**Cell classes on the final placement**

Drawn at 2 px/um.
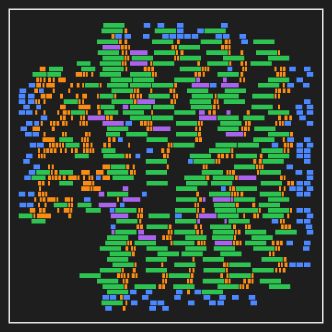
**Cell area per tile**

Drawn at 2 px/um. 16 x 16 tiles, from dark blue (low) to red (high), 0 to 100% covered.
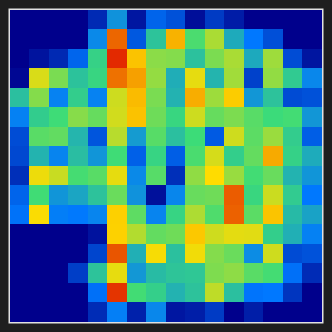
**Metal 1**

Drawn at 3 px/um. Supply wires on this layer in gray. Cells faint in the background.
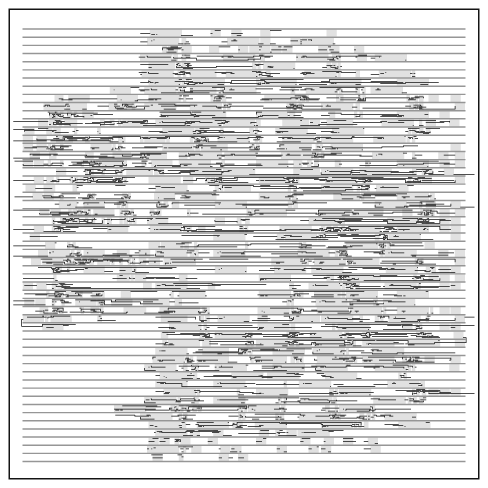
**Wires at chosen ports, followed through buffers**

Drawn at 2 px/um.
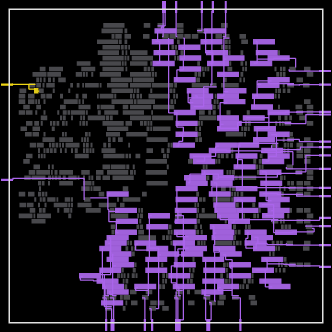
Design vliw_fetch_issue_flat, sky130hd; sources not shown.
==> results.toml <==
# implementation run metrics
[run_status]
status = "finished, final reports clean"

[final_layout]
inv_count = 32
flop-count = 186
fin_nets = 819
comb-cell-share_pct = 19.8
drive_above_1_share_pct = 7.68
largest_register_ffs = 128
dominant_cells = "registers"
stdcell_count = 1056
antennaDiodeCount = 0
bufAreaShareNonClock_pct = 13.6
logic_area_sq_um = 1890
buffers = 133
final-clk-cell-share_pct = 5.92
lay_top_count = "nor2_1"

[grt]
grt_max_degree = 81
antenna_found_initial = 0
grt_overflow = 0
grt_first_pass_wirelength_um = 27200
grt_pass1_vias = 5160
grt_usage_pct = 14.3

[final_timing]
fmax_mhz = 220
drv_slew = 0
rsz0062_at_grt = "false"
whs_ns = 0.508
setup_ws_ns = 0.556
timing.final.crit_share_pct = 89.1
setup_violations = 0
fin_crit_ns = 4.54

[worst_setup_path]
critPathCaptureType = "primary output"
crit_required_ns = 3.57
crit_type = "input pin to primary output"

[floorplan]
rows = 53
tap_cells = 275
die_y_um = 156
die_area_sq_um = 24300
die_width_um = 156

[power]
power_frac_comb_pct = 4.6
p_clk_mw = 1.26
power_density_nw_per_um2 = 323
p_switching_mw = 0.642
report.power.total_mw = 3.09
leakage_nw = 3.27
clkPwrFrac_pct = 41.0

[synthesis]
synthArstFlopShare_pct = 0
syn_inst = 674
ys_seq_elements = 186
ff_type = "edfxtp_1"
synth_top_cell_by_area = "edfxtp_1"

[cts]
cts_resized = 0
cts_hold_buf = 0
cts_tree = "yes"
cts_max_level = 4
postCtsSetupBuffers = 0
numCtsBuffers = 17
cts.sinks = 186

[route]
first_iter_violations = 285
num_vias = 5079
ant_nets = 0

[worst_hold_path]
hold_path_depth = 0
hold_path.class = "flip-flop to flip-flop"

[placement]
dp.cells = 1024
hpwl_um = 10500
## Picture notes: 'cell classes on the final placement'
legend:
  purple:
    class: clock drivers and dummy loads
    cells: 32
    share_of_their_area: 6.1%
  blue:
    class: remaining buffers and delay cells
    cells: 133
    share_of_their_area: 14%
  green:
    class: registers
    cells: 186
    share_of_their_area: 58%
  orange:
    class: remaining logic cells
    cells: 430
    share_of_their_area: 22%
Seq area share: 55.8%
utilization after layout: 44.9%
design area: 9550 sq um

## Picture notes: 'cell area per tile'
emptiest ninth of the die: south-west
tiles over 75% full: 7.8%
mean over tiles: 38%
fullest tile: 95%
nearly empty tiles: 16%
FP Core Util: 36.0%
core area: 21300 sq um

## Picture notes: 'metal 1'
share of all routed wire: 45%
main direction: horizontal
wire length on this layer: 7800 um
longest straight run: 45.7 um
final wirelength: 17300 um
met1 usage: 18.4%

## Picture notes: 'wires at chosen ports, followed through buffers'
legend:
  yellow:
    port: bus_imem_req
    bits: 1
    direction: output
    edge: west
    end_cells: 1
    buffers: 1
    wire: 18.1 um
  purple:
    port: bus_imem_rdata
    bits: 32
    direction: input
    edge: 14 east, 11 south, 6 north, 1 west
    end_cells: 128
    buffers: 32
    wire: 1990 um
I/O Pins: 121
# port buffers: 120

-- cell families after synthesis --
| kind of cell | synth area share (%) |
|---|---|
| flip-flops | 69.5 |
| AND-OR/OR-AND | 9.99 |
| buffers and inverters | 6.24 |
| XOR/XNOR | 0.457 |
| adder cells (fa/ha/maj) | 1.24 |
| AND/OR/NAND/NOR | 12.6 |
-- routing by layer --
layer	vias to the layer above	GRT usage, %	share of wire [%]
li1	2493	-	-
met1	2448	18.4	45
met2	126	24.0	49
met3	12	4.08	5.6
met5	-	0	0
met4	0	3.54	0.66
-- worst max-delay path: stages --
cell             delay [ns]
clkdlybuf4s50_1        0.45
nor2_4                 0.21
nand3_4                0.20
inv_4                  0.09
clkdlybuf4s50_1        0.53
